==> images/io_fan.png <==
The bar under the picture is 50 um long.
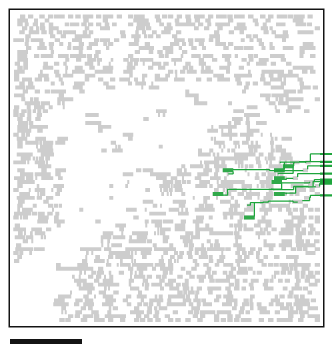
==> images/wires.png <==
The bar under the picture is 50 um long.
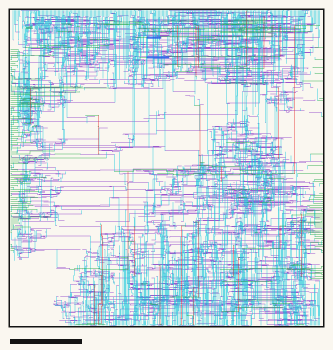
==> images/congestion.png <==
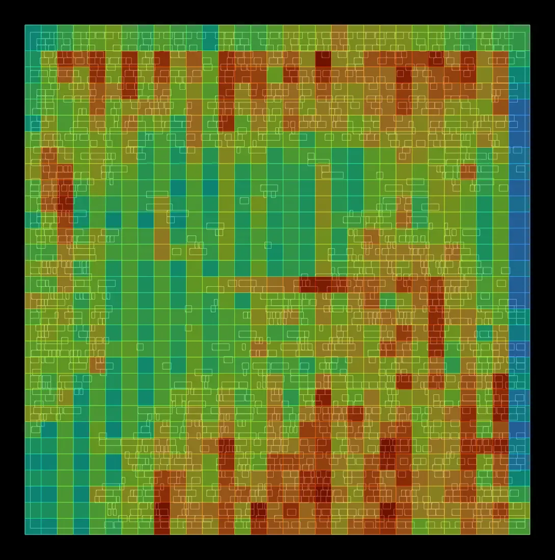
==> images/flops_by_reg.png <==
The bar under the picture is 50 um long. Other sequential cells in the stronger grey, the rest of the logic in the fainter grey.
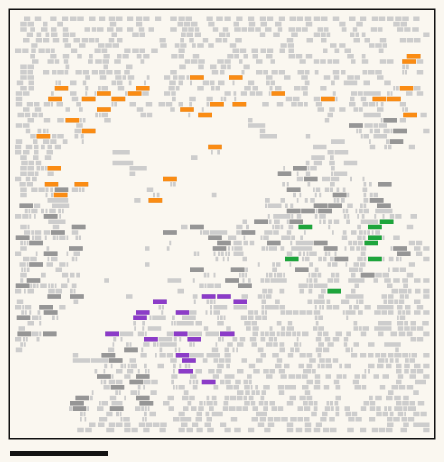
## src/rtl/memory_slot_controller.sv

```systemverilog
// Request-side controller for the cache key/value slot arrays: fully-associative
// lookup, slot allocation, one-hot write/select strobes and a status/value response.
module memory_slot_controller #(
   parameter int NUM_ENTRIES = 8,
   parameter int KEY_WIDTH   = 16,
   parameter int VALUE_WIDTH = 32
) (
   input  logic                               clk,
   input  logic                               rst,
   input  logic                               req_valid,
   output logic                               req_ready,
   input  logic [1:0]                         req_op,
   input  logic [KEY_WIDTH-1:0]               req_key,
   input  logic [VALUE_WIDTH-1:0]             req_value,
   output logic                               resp_valid,
   input  logic                               resp_ready,
   output logic [1:0]                         resp_status,
   output logic [VALUE_WIDTH-1:0]             resp_value,
   output logic [NUM_ENTRIES-1:0]             entry_write_op,
   output logic [NUM_ENTRIES-1:0]             entry_select_op,
   output logic [KEY_WIDTH-1:0]               entry_key_wdata,
   output logic [VALUE_WIDTH-1:0]             entry_value_wdata,
   input  logic [NUM_ENTRIES*KEY_WIDTH-1:0]   entry_key_rdata,
   input  logic [NUM_ENTRIES*VALUE_WIDTH-1:0] entry_value_rdata,
   output logic [NUM_ENTRIES-1:0]             entry_valid,
   output logic [$clog2(NUM_ENTRIES+1)-1:0]   occupancy
);

   localparam int IDX_W = $clog2(NUM_ENTRIES);
   localparam int OCC_W = $clog2(NUM_ENTRIES+1);

   localparam logic [1:0] S_IDLE   = 2'd0;
   localparam logic [1:0] S_LOOKUP = 2'd1;
   localparam logic [1:0] S_EXEC   = 2'd2;
   localparam logic [1:0] S_RESP   = 2'd3;

   localparam logic [1:0] OP_GET = 2'b00;
   localparam logic [1:0] OP_PUT = 2'b01;
   localparam logic [1:0] OP_DEL = 2'b10;

   localparam logic [1:0] ST_OK   = 2'b00;
   localparam logic [1:0] ST_MISS = 2'b01;
   localparam logic [1:0] ST_FULL = 2'b10;
   localparam logic [1:0] ST_BAD  = 2'b11;

   logic [1:0]             state_reg;
   logic [1:0]             op_reg;
   logic [KEY_WIDTH-1:0]   key_reg;
   logic [VALUE_WIDTH-1:0] value_reg;
   logic                   hit_any_reg;
   logic [IDX_W-1:0]       hit_idx_reg;
   logic                   free_any_reg;
   logic [IDX_W-1:0]       free_idx_reg;
   logic [1:0]             status_pend_reg;
   logic [NUM_ENTRIES-1:0] write_op_reg;
   logic [NUM_ENTRIES-1:0] select_op_reg;
   logic [NUM_ENTRIES-1:0] valid_reg;
   logic [OCC_W-1:0]       occ_reg;
   logic                   resp_valid_reg;
   logic [1:0]             resp_status_reg;
   logic [VALUE_WIDTH-1:0] resp_value_reg;

   logic [KEY_WIDTH-1:0]   key_slice   [NUM_ENTRIES];
   logic [VALUE_WIDTH-1:0] value_slice [NUM_ENTRIES];
   logic [NUM_ENTRIES-1:0] hit_vec;

   // Invalid slots are masked so stale keys left in the arrays never match.
   generate
      for (genvar gi = 0; gi < NUM_ENTRIES; gi++) begin : g_slot
         assign key_slice[gi]   = entry_key_rdata[gi*KEY_WIDTH +: KEY_WIDTH];
         assign value_slice[gi] = entry_value_rdata[gi*VALUE_WIDTH +: VALUE_WIDTH];
         assign hit_vec[gi]     = valid_reg[gi] && (key_slice[gi] == key_reg);
      end
   endgenerate

   logic             hit_any_next;
   logic [IDX_W-1:0] hit_idx_next;
   logic             free_any_next;
   logic [IDX_W-1:0] free_idx_next;

   // Descending scan so the lowest matching / free index wins.
   always_comb begin
      hit_any_next  = 1'b0;
      hit_idx_next  = '0;
      free_any_next = 1'b0;
      free_idx_next = '0;
      for (int i = NUM_ENTRIES-1; i >= 0; i--) begin
         if (hit_vec[i]) begin
            hit_any_next = 1'b1;
            hit_idx_next = IDX_W'(i);
         end
         if (!valid_reg[i]) begin
            free_any_next = 1'b1;
            free_idx_next = IDX_W'(i);
         end
      end
   end

   logic [NUM_ENTRIES-1:0] write_op_next;
   logic [NUM_ENTRIES-1:0] select_op_next;
   logic [1:0]             status_next;

   always_comb begin
      write_op_next  = '0;
      select_op_next = '0;
      status_next    = ST_OK;
      case (op_reg)
         OP_GET: begin
            if (hit_any_next) select_op_next[hit_idx_next] = 1'b1;
            else              status_next = ST_MISS;
         end
         OP_PUT: begin
            if (hit_any_next)       write_op_next[hit_idx_next]  = 1'b1;
            else if (free_any_next) write_op_next[free_idx_next] = 1'b1;
            else                    status_next = ST_FULL;
         end
         OP_DEL: begin
            if (hit_any_next) select_op_next[hit_idx_next] = 1'b1;
            else              status_next = ST_MISS;
         end
         default: status_next = ST_BAD;
      endcase
   end

   always_ff @(posedge clk) begin
      if (rst) begin
         state_reg       <= S_IDLE;
         op_reg          <= OP_GET;
         key_reg         <= '0;
         value_reg       <= '0;
         hit_any_reg     <= 1'b0;
         hit_idx_reg     <= '0;
         free_any_reg    <= 1'b0;
         free_idx_reg    <= '0;
         status_pend_reg <= ST_OK;
         write_op_reg    <= '0;
         select_op_reg   <= '0;
         valid_reg       <= '0;
         occ_reg         <= '0;
         resp_valid_reg  <= 1'b0;
         resp_status_reg <= ST_OK;
         resp_value_reg  <= '0;
      end else begin
         case (state_reg)
            S_IDLE: begin
               if (req_valid) begin
                  op_reg    <= req_op;
                  key_reg   <= req_key;
                  value_reg <= req_value;
                  state_reg <= S_LOOKUP;
               end
            end
            S_LOOKUP: begin
               hit_any_reg     <= hit_any_next;
               hit_idx_reg     <= hit_idx_next;
               free_any_reg    <= free_any_next;
               free_idx_reg    <= free_idx_next;
               status_pend_reg <= status_next;
               write_op_reg    <= write_op_next;
               select_op_reg   <= select_op_next;
               state_reg       <= S_EXEC;
            end
            S_EXEC: begin
               write_op_reg    <= '0;
               select_op_reg   <= '0;
               resp_valid_reg  <= 1'b1;
               resp_status_reg <= status_pend_reg;
               resp_value_reg  <= (op_reg == OP_GET && hit_any_reg) ? value_slice[hit_idx_reg] : '0;
               if (op_reg == OP_PUT && !hit_any_reg && free_any_reg) begin
                  valid_reg[free_idx_reg] <= 1'b1;
                  occ_reg                 <= occ_reg + OCC_W'(1);
               end else if (op_reg == OP_DEL && hit_any_reg) begin
                  valid_reg[hit_idx_reg] <= 1'b0;
                  occ_reg                <= occ_reg - OCC_W'(1);
               end
               state_reg <= S_RESP;
            end
            default: begin
               if (resp_ready) begin
                  resp_valid_reg <= 1'b0;
                  state_reg      <= S_IDLE;
               end
            end
         endcase
      end
   end

   assign req_ready         = (state_reg == S_IDLE);
   assign resp_valid        = resp_valid_reg;
   assign resp_status       = resp_status_reg;
   assign resp_value        = resp_value_reg;
   assign entry_write_op    = write_op_reg;
   assign entry_select_op   = select_op_reg;
   assign entry_key_wdata   = key_reg;
   assign entry_value_wdata = value_reg;
   assign entry_valid       = valid_reg;
   assign occupancy         = occ_reg;

endmodule
```

## config.mk

```make
export PLATFORM = sky130hd
export DESIGN_NAME = memory_slot_controller
export DESIGN_NICKNAME = d
export VERILOG_FILES = /design/src/rtl/memory_slot_controller.sv
export SDC_FILE = /design/constraint.sdc
export NUM_CORES = 1
export LEC_CHECK = 0
export CAP_MARGIN = 10
export CELL_PAD_IN_SITES_DETAIL_PLACEMENT = 0
export CELL_PAD_IN_SITES_GLOBAL_PLACEMENT = 1
export CORE_AREA = 2 2 214 216
export CTS_CLUSTER_SIZE = 30
export DETAILED_ROUTE_END_ITERATION = 6
export DIE_AREA = 0 0 216 218
export PLACE_DENSITY_LB_ADDON = 0.25
export SLEW_MARGIN = 20
export SYNTH_ARGS = -nofsm -noshare
export SYNTH_HDL_FRONTEND = slang
export SYNTH_SLANG_ARGS = --single-unit
export TNS_END_PERCENT = 10
```

## constraint.sdc

```tcl
create_clock -name clk -period 2.82 [get_ports clk]
set_input_delay 0.846 -clock clk [delete_from_list [all_inputs] [get_ports clk]]
set_output_delay 0.846 -clock clk [all_outputs]
set_load 0.01 [all_outputs]
```

==> qor.yml <==
switching_power_mw: 2.833
worst-path-max-fanout: 2
finalMaxSlewViolations: 0
r2r_start: "entry_key_wdata[4]$_SDFFE_PP0P_"
critPathArrivalTime_ps: 3250
vias: 10549
slew_headroom: 0.5058
antenna_left: 0
synthFlopType: "dfxtp_1"
fin_ws_ps: -56.17
avgSynthCellArea_sq_um: 7.936
min_period_ps: 2876
first_pass_iters: 5
crit_required_ps: 3200
layout_worst_path_cycle_share: 1.020
die_area_sq_um: 47090
top_cell: "nand2_1"
rsz0062_at_grt: "yes"
clock_sinks: 125
cts_buffer_depth: 2
internal_power_mw: 5.170
antenna_found_initial: 5
slowest_stage: "or4b_4"
status: "finished, violations left"
ys_cells: 1037
power_density_nw_per_um2: 498.8
setup_viol: 1
cts_buffers: 17
wl_um: 50280
rows: 78
synth_area_sq_um: 8229
port_buffers: 549
ir_drop_mv: 0.4235
synth_nets: 1482
drive_gt1_frac: 0.1155
fin_skew_ps: 7.650
cpMostUsedCell: "or4b_4"
hold_start: "entry_value_wdata[8]$_SDFFE_PP0P_"
drc: 0
synth_cells: 1037
edf_count: 0
critPathBufInv: 2
violations: "negative setup slack"
combPwrFrac: 0.451
cts_setup_buffers: 0
-- io_fan.png (at the start) --
| colour | port | bits | direction | end cells | buffers | wire |
|---|---|---|---|---|---|---|
| green | entry_write_op | 8 | output | 8 | 8 | 374 um |

-- wires.png (at the start) --
| colour | layer | wire length |
|---|---|---|
| purple | metal 1 | 21.8 mm |
| cyan | metal 2 | 24.3 mm |
| red | metal 4 | 984 um |
| blue | metal 5 | 22.1 um |
| green | metal 3 | 3170 um |

-- congestion.png (at the start) --
busiest grt layer: met2
overall routing resource usage: 0.2063
GR Layer Usage met2: 0.3414

-- flops_by_reg.png (at the start) --
| colour | name in the netlist | placed flops | where |
|---|---|---|---|
| green | entry_write_op | 8 | middle right |
| purple | entry_key_wdata | 16 | bottom centre |
| orange | resp_value | 32 | a band across the top |
not coloured: 69

cell families (layout without fill, tap and decap cells):
| group | after synthesis | in the layout | synth area share |
|---|---|---|---|
| AOI/OAI and AO/OA | 306 | 306 | 0.2532 |
| xor gates and xnor gates | 131 | 131 | 0.1413 |
| adders and majority gates | 7 | 7 | 0.01156 |
| buffers and inverters | 99 | 716 | 0.05641 |
| DFF | 125 | 125 | 0.3041 |
| muxes | 5 | 5 | 0.006082 |
| other | 0 | 2 | 0 |
| and+or+nand+nor | 364 | 364 | 0.2275 |
through the flow:
| stage | instances | power [mW] | area, sq um | util | worst slack (ps) |
|---|---|---|---|---|---|
| after floorplan | 1037 | 3.693 | 8229 | - | 247.2 |
| after global placement | 2223 | 5.683 | 15260 | 0.3400 | -840.8 |
| after detailed placement | 2223 | 5.691 | 15270 | 0.3401 | -664.4 |
| after CTS | 2254 | 8.075 | 15920 | 0.3545 | -73.93 |
| after global routing | 2256 | 8.478 | 16040 | 0.3574 | -64.04 |
| final | 2256 | 8.003 | 16040 | 0.3574 | -56.17 |
path summary, 6_finish.rpt:
path                                                     endpoint  slack (ps)  depth (start not counted)
worst min-delay path            entry_value_wdata[8]$_SDFFE_PP0P_         450                          2
worst max register to register     entry_write_op[4]$_SDFFE_PP0P_         110                          9
worst max-delay path               entry_write_op[4]$_SDFFE_PP0P_         -60                          9
worst min register to register  entry_value_wdata[8]$_SDFFE_PP0P_         450                          2
final cells by class:
type,instances,area share
clock inverters,13,0.01045
inverters,19,0.004445
flip-flops and latches,125,0.1561
diodes,2,0.0003120
repair buffers,666,0.4146
clock buffers,18,0.02737
multi-input cells,813,0.3399
well taps,600,0.04679
layout by cell type (no fill, tap or decap), types with 33 or more instances in the layout:
master	netlist	final
nor2_1	71	69
dfxtp_1	125	123
xnor2_1	53	53
nand2_1	141	139
clkdlybuf4s50_1	0	546
a31oi_1	33	33
buf_4	8	96
a21oi_1	106	106
a22oi_1	67	67
xor2_1	76	72
per-layer routing:
layer	global-route usage	routed length, um
met1	0.2627	21820
met2	0.3414	24280
met4	0.06370	984
met3	0.05258	3172
met5	0	22
power by group through the flow:
stage          combinational [mW]  sequential (mW)  clock, mW
2_1_floorplan                1.56             2.13          0
3_3_place_gp                 3.57             2.12          0
3_5_place_dp                 3.57             2.12          0
4_1_cts                      3.59             2.08       2.40
5_1_grt                      3.90             2.11       2.47
6_report                     3.61             2.09       2.31
worst reg2reg max path, stage by stage (launching register included):
cell and delay (ps):
dfxtp_1 510, buf_4 240, xor2_1 210, nor4_1 70
nor4bb_1 150, buf_4 160, and2_4 150, or4b_4 530
or4b_4 540, nand3_1 90
repair_timing:
action	CTS	global route
endpoints found under the hold margin	0	0
setup endpoints to repair	12	19
pin swaps	0	4
resized	7	21
Power and IR drop assume default switching activity.
